**Cells coloured by class**

Fill, decap, tap and diode cells in grey.
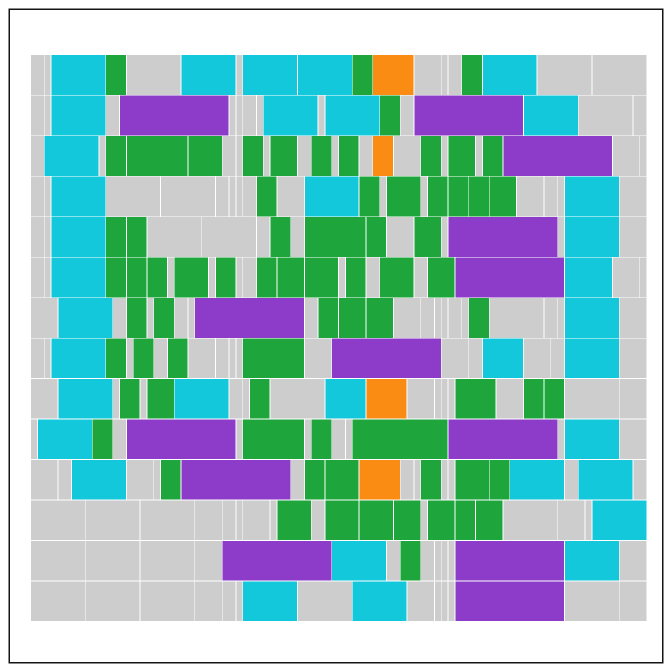
**Metal 3**

Scale bar: 10 um.
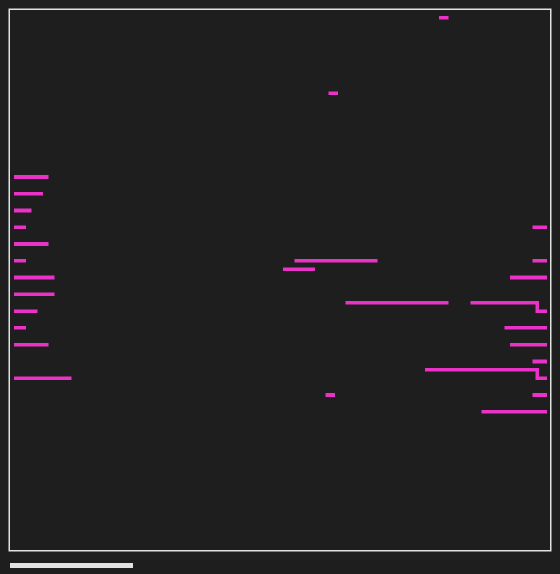
**Clock routing**

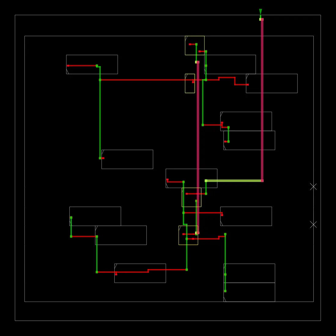
**Signal wires on met1**

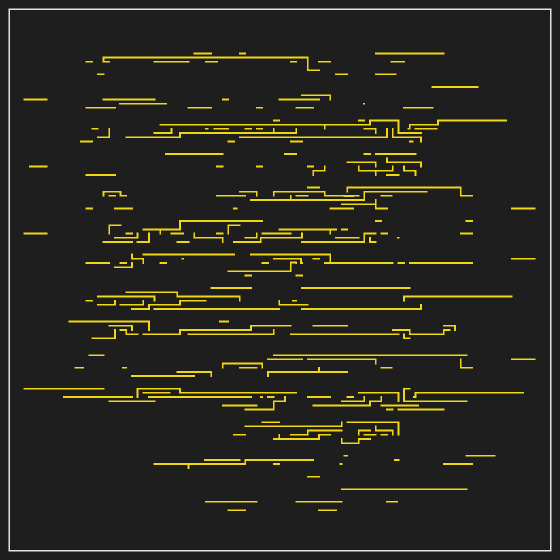
**Wiring heat map**

Scale bar: 10 um. The die is cut into 9 by 9 equal tiles; dark blue is low, red is high, scaled to the fullest tile. Values are wire area over tile area, all layers added.
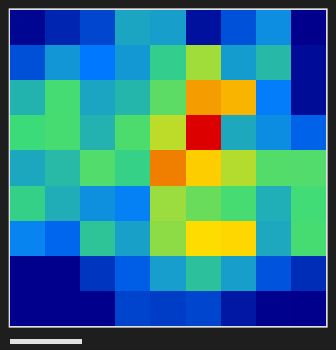
## src/rtl/uart_rx_cfg_ctrl_if.sv

```systemverilog
// Host/receiver-side signal bundle for uart_rx_cfg_ctrl.
// The slave modport is the controller; the master modport drives its inputs.
interface uart_rx_cfg_ctrl_if;
   logic       cfg_wr_i;
   logic [1:0] cfg_data_width_i;
   logic [1:0] cfg_stop_bits_i;
   logic [1:0] cfg_parity_i;
   logic       config_req_slv_i;
   logic       rx_fifo_empty_i;
   logic [7:0] data_rx_i;
   logic       req_ackn_o;
   logic       rx_fifo_read_o;
   logic [1:0] data_width_o;
   logic [1:0] stop_bits_number_o;
   logic [1:0] parity_mode_o;
   logic       cfg_busy_o;
   logic       cfg_done_o;
   logic       cfg_error_o;
   logic       host_wr_drop_o;
   logic [2:0] cfg_state_dbg;

   modport slave (
      input  cfg_wr_i, cfg_data_width_i, cfg_stop_bits_i, cfg_parity_i,
      input  config_req_slv_i, rx_fifo_empty_i, data_rx_i,
      output req_ackn_o, rx_fifo_read_o, data_width_o, stop_bits_number_o,
      output parity_mode_o, cfg_busy_o, cfg_done_o, cfg_error_o, host_wr_drop_o,
      output cfg_state_dbg
   );

   modport master (
      output cfg_wr_i, cfg_data_width_i, cfg_stop_bits_i, cfg_parity_i,
      output config_req_slv_i, rx_fifo_empty_i, data_rx_i,
      input  req_ackn_o, rx_fifo_read_o, data_width_o, stop_bits_number_o,
      input  parity_mode_o, cfg_busy_o, cfg_done_o, cfg_error_o, host_wr_drop_o,
      input  cfg_state_dbg
   );
endinterface

```

## src/rtl/uart_rx_cfg_ctrl.sv

```systemverilog
// UART receiver line-config registers plus the remote config handshake sequencer.
// Optional WAIT_BYTE timeout is built when CFG_TIMEOUT_EN is defined.
module uart_rx_cfg_ctrl #(
   parameter logic [1:0]  RST_DATA_WIDTH = 2'b11,
   parameter logic [1:0]  RST_STOP_BITS  = 2'b00,
   parameter logic [1:0]  RST_PARITY     = 2'b00,
   parameter logic [1:0]  CFG_SIGNATURE  = 2'b10,
   parameter int unsigned TIMEOUT_CYCLES = 1_000_000
) (
   input logic               clk_i,
   input logic               rst_i,
   uart_rx_cfg_ctrl_if.slave bus
);

   typedef enum logic [2:0] {
      ST_IDLE      = 3'd0,
      ST_ACK       = 3'd1,
      ST_WAIT_BYTE = 3'd2,
      ST_POP       = 3'd3,
      ST_CHECK     = 3'd4
   } state_t;

   state_t state_q;

   if (TIMEOUT_CYCLES < 2) begin : g_bad_timeout
      $error("TIMEOUT_CYCLES must be at least 2");
   end

`ifdef CFG_TIMEOUT_EN
   localparam int unsigned CNT_W = $clog2(TIMEOUT_CYCLES + 1);
   logic [CNT_W-1:0] wait_cnt_q;
`endif

   assign bus.cfg_busy_o     = (state_q != ST_IDLE);
   assign bus.host_wr_drop_o = bus.cfg_wr_i && (state_q != ST_IDLE) && !rst_i;
   assign bus.cfg_state_dbg  = state_q;

   always_ff @(posedge clk_i) begin
      if (rst_i) begin
         state_q                <= ST_IDLE;
         bus.data_width_o       <= RST_DATA_WIDTH;
         bus.stop_bits_number_o <= RST_STOP_BITS;
         bus.parity_mode_o      <= RST_PARITY;
         bus.req_ackn_o         <= 1'b0;
         bus.rx_fifo_read_o     <= 1'b0;
         bus.cfg_done_o         <= 1'b0;
         bus.cfg_error_o        <= 1'b0;
`ifdef CFG_TIMEOUT_EN
         wait_cnt_q             <= '0;
`endif
      end else begin
         bus.req_ackn_o     <= 1'b0;
         bus.rx_fifo_read_o <= 1'b0;
         bus.cfg_done_o     <= 1'b0;
         bus.cfg_error_o    <= 1'b0;
         case (state_q)
            ST_IDLE: begin
               if (bus.cfg_wr_i) begin
                  bus.data_width_o       <= bus.cfg_data_width_i;
                  bus.stop_bits_number_o <= bus.cfg_stop_bits_i;
                  bus.parity_mode_o      <= bus.cfg_parity_i;
               end
               if (bus.config_req_slv_i) begin
                  state_q        <= ST_ACK;
                  bus.req_ackn_o <= 1'b1;
               end
            end
            ST_ACK: begin
               state_q <= ST_WAIT_BYTE;
`ifdef CFG_TIMEOUT_EN
               wait_cnt_q <= '0;
`endif
            end
            ST_WAIT_BYTE: begin
               if (!bus.rx_fifo_empty_i) begin
                  state_q            <= ST_POP;
                  bus.rx_fifo_read_o <= 1'b1;
               end
`ifdef CFG_TIMEOUT_EN
               else if (wait_cnt_q == CNT_W'(TIMEOUT_CYCLES - 1)) begin
                  state_q         <= ST_IDLE;
                  bus.cfg_error_o <= 1'b1;
               end else begin
                  wait_cnt_q <= wait_cnt_q + 1'b1;
               end
`endif
            end
            ST_POP: begin
               // The byte is validated as it is captured so the new config and
               // the done/error pulse are both visible during CHECK.
               state_q <= ST_CHECK;
               if (bus.data_rx_i[7:6] == CFG_SIGNATURE) begin
                  bus.data_width_o       <= bus.data_rx_i[1:0];
                  bus.stop_bits_number_o <= bus.data_rx_i[3:2];
                  bus.parity_mode_o      <= bus.data_rx_i[5:4];
                  bus.cfg_done_o         <= 1'b1;
               end else begin
                  bus.cfg_error_o <= 1'b1;
               end
            end
            ST_CHECK: state_q <= ST_IDLE;
            default:  state_q <= ST_IDLE;
         endcase
      end
   end

endmodule
```

## src/flat_wrapper.sv

```systemverilog
// flat-port wrapper written by rule: the top's interface ports become plain ports
module uart_rx_cfg_ctrl_flat 
#(
   parameter logic [1:0]  RST_DATA_WIDTH = 2'b11,
   parameter logic [1:0]  RST_STOP_BITS  = 2'b00,
   parameter logic [1:0]  RST_PARITY     = 2'b00,
   parameter logic [1:0]  CFG_SIGNATURE  = 2'b10,
   parameter int unsigned TIMEOUT_CYCLES = 1_000_000
)
  (clk_i, rst_i, bus_cfg_wr_i, bus_cfg_data_width_i, bus_cfg_stop_bits_i, bus_cfg_parity_i, bus_config_req_slv_i, bus_rx_fifo_empty_i, bus_data_rx_i, bus_req_ackn_o, bus_rx_fifo_read_o, bus_data_width_o, bus_stop_bits_number_o, bus_parity_mode_o, bus_cfg_busy_o, bus_cfg_done_o, bus_cfg_error_o, bus_host_wr_drop_o, bus_cfg_state_dbg);
  uart_rx_cfg_ctrl_if bus_i ();
  input logic clk_i;
  input logic rst_i;
  input wire logic [$bits(bus_i.cfg_wr_i)-1:0] bus_cfg_wr_i;
  input wire logic [$bits(bus_i.cfg_data_width_i)-1:0] bus_cfg_data_width_i;
  input wire logic [$bits(bus_i.cfg_stop_bits_i)-1:0] bus_cfg_stop_bits_i;
  input wire logic [$bits(bus_i.cfg_parity_i)-1:0] bus_cfg_parity_i;
  input wire logic [$bits(bus_i.config_req_slv_i)-1:0] bus_config_req_slv_i;
  input wire logic [$bits(bus_i.rx_fifo_empty_i)-1:0] bus_rx_fifo_empty_i;
  input wire logic [$bits(bus_i.data_rx_i)-1:0] bus_data_rx_i;
  output wire logic [$bits(bus_i.req_ackn_o)-1:0] bus_req_ackn_o;
  output wire logic [$bits(bus_i.rx_fifo_read_o)-1:0] bus_rx_fifo_read_o;
  output wire logic [$bits(bus_i.data_width_o)-1:0] bus_data_width_o;
  output wire logic [$bits(bus_i.stop_bits_number_o)-1:0] bus_stop_bits_number_o;
  output wire logic [$bits(bus_i.parity_mode_o)-1:0] bus_parity_mode_o;
  output wire logic [$bits(bus_i.cfg_busy_o)-1:0] bus_cfg_busy_o;
  output wire logic [$bits(bus_i.cfg_done_o)-1:0] bus_cfg_done_o;
  output wire logic [$bits(bus_i.cfg_error_o)-1:0] bus_cfg_error_o;
  output wire logic [$bits(bus_i.host_wr_drop_o)-1:0] bus_host_wr_drop_o;
  output wire logic [$bits(bus_i.cfg_state_dbg)-1:0] bus_cfg_state_dbg;
  assign bus_i.cfg_wr_i = bus_cfg_wr_i;
  assign bus_i.cfg_data_width_i = bus_cfg_data_width_i;
  assign bus_i.cfg_stop_bits_i = bus_cfg_stop_bits_i;
  assign bus_i.cfg_parity_i = bus_cfg_parity_i;
  assign bus_i.config_req_slv_i = bus_config_req_slv_i;
  assign bus_i.rx_fifo_empty_i = bus_rx_fifo_empty_i;
  assign bus_i.data_rx_i = bus_data_rx_i;
  assign bus_req_ackn_o = bus_i.req_ackn_o;
  assign bus_rx_fifo_read_o = bus_i.rx_fifo_read_o;
  assign bus_data_width_o = bus_i.data_width_o;
  assign bus_stop_bits_number_o = bus_i.stop_bits_number_o;
  assign bus_parity_mode_o = bus_i.parity_mode_o;
  assign bus_cfg_busy_o = bus_i.cfg_busy_o;
  assign bus_cfg_done_o = bus_i.cfg_done_o;
  assign bus_cfg_error_o = bus_i.cfg_error_o;
  assign bus_host_wr_drop_o = bus_i.host_wr_drop_o;
  assign bus_cfg_state_dbg = bus_i.cfg_state_dbg;
  uart_rx_cfg_ctrl #(.RST_DATA_WIDTH(RST_DATA_WIDTH), .RST_STOP_BITS(RST_STOP_BITS), .RST_PARITY(RST_PARITY), .CFG_SIGNATURE(CFG_SIGNATURE), .TIMEOUT_CYCLES(TIMEOUT_CYCLES)) u_core (.clk_i(clk_i), .rst_i(rst_i), .bus(bus_i));
endmodule
```

## config.mk

```make
export PLATFORM = sky130hd
export DESIGN_NAME = uart_rx_cfg_ctrl_flat
export DESIGN_NICKNAME = d
export VERILOG_FILES = /design/src/rtl/uart_rx_cfg_ctrl_if.sv /design/src/rtl/uart_rx_cfg_ctrl.sv /design/src/flat_wrapper.sv
export SDC_FILE = /design/constraint.sdc
export NUM_CORES = 1
export LEC_CHECK = 0
export ABC_AREA = 1
export CORE_UTILIZATION = 36
export DETAILED_ROUTE_END_ITERATION = 10
export PLACE_DENSITY = 0.75
export SLEW_MARGIN = 20
export SYNTH_ARGS = -nofsm -noshare
export SYNTH_HDL_FRONTEND = slang
export SYNTH_SLANG_ARGS = --single-unit
```

## constraint.sdc

```tcl
create_clock -name clk_i -period 2.9 [get_ports clk_i]
set_input_delay 0.87 -clock clk_i [delete_from_list [all_inputs] [get_ports clk_i]]
set_output_delay 0.87 -clock clk_i [all_outputs]
set_load 0.02 [all_outputs]
```

==> impl_metrics.toml <==
# flow metrics
[status]
status = "finished, violations left"
violations = "DRC"

[yosys]
yosysMostFrequentCell = "nand2_1"
edf_count = 0
compound_area_frac = 0.00994
ff_type = "dfxtp_1"
synth_area_sq_um = 629

[clock_network]
ctsResizeCount = 1
cts_buffers = 3
cts_max_level = 1
clkSlewWorstSetupHoldPaths_ps = 80
hold_buffers = 0

[drt]
drc = 2
wl_per_cell_um = 10.1
routed_via_density = 4.65
antenna_left = 0
top_layer = "met4"

[global_route]
grt_pass1_vias = 557
grt_max_degree = 9
use_met1 = 0.204

[worst_setup_path]
reg2reg_slack_ps = 1720
cpMaxStageDelayCell = "clkdlybuf4s50_1"
reg2reg_depth = 7
critPathMaxFanout = 2
crit_type = "input pin to primary output"
worstPathRequired_ps = 2030

[hold_path]
holdPathStages = 2

[pwr]
p_sw_uw = 173

[finish]
most-common-layout-cells = "32 x clkdlybuf4s50_1, 26 x nand2_1, 13 x dfxtp_1, 10 x nand3_1, 9 x inv_1"
area_growth_pct = 60.2
finalInstanceArea_sq_um = 1010
antennaDiodeCount = 0
layout.nets = 144

[timing]
slew_violations = 0
tightest_slew_ps = 258
slew_headroom = 0.827
fin_hold_ws_ps = 513

[placement]
portBuffers = 33
place_area_sq_um = 983
placedCellCount = 136
gp_congestion = 0.760

[run]
warnings = 26
About 'cells coloured by class':
legend:
  cyan:
    class: remaining buffers and delay cells
    cells: 35
    share_of_their_area: 35%
  orange:
    class: clock drivers and dummy loads
    cells: 4
    share_of_their_area: 2.7%
  purple:
    class: registers
    cells: 13
    share_of_their_area: 26%
  green:
    class: remaining logic cells
    cells: 72
    share_of_their_area: 36%
flop share of the area: 0.258
Core Rows: 14

About 'metal 3':
nets with wire on the layer: 26
longest straight run: 9.00 um
share of all routed wire: 5.4%
M3 GR Usage: 0.0250
final wirelength: 1410 um
routed via count: 651

About 'clock routing':
Worst-Skew Late Latency: 280 ps
clk_skew: 1.53 ps
clock group total power: 114 uW
clkbuf count: 4

About 'signal wires on met1':
longest straight run: 17.0 um
wire length on this layer: 656 um
share of all routed wire: 46%

About 'wiring heat map':
mean over tiles: 0.12
fullest tile: 0.34
emptiest ninth of the die: bottom left
tiles over half the peak: 28%

==> layout make-up <==
class                   count  area, sq um
fillers                   151          568
repair buffers             35          344
inverters                  11         43.8
flip-flops and latches     13          260
well taps                  16         20.0
clock buffers               4         26.3
multi-input cells          61          314
==> flip-flops by register name (all words and copies together), names as in the netlist <==
signal                         flops
u_core.bus.cfg_state_dbg           3
u_core.bus.data_width_o            2
u_core.bus.parity_mode_o           2
u_core.bus.stop_bits_number_o      2
u_core.bus.cfg_done_o              1
u_core.bus.cfg_error_o             1
u_core.bus.req_ackn_o              1
u_core.bus.rx_fifo_read_o          1
==> worst max-delay path: cells and delay by family <==
kind | cells | cell delay (ps)
AND/OR/NAND/NOR | 2 | 130
buffers and inverters | 2 | 820
Power and IR drop assume default switching activity.
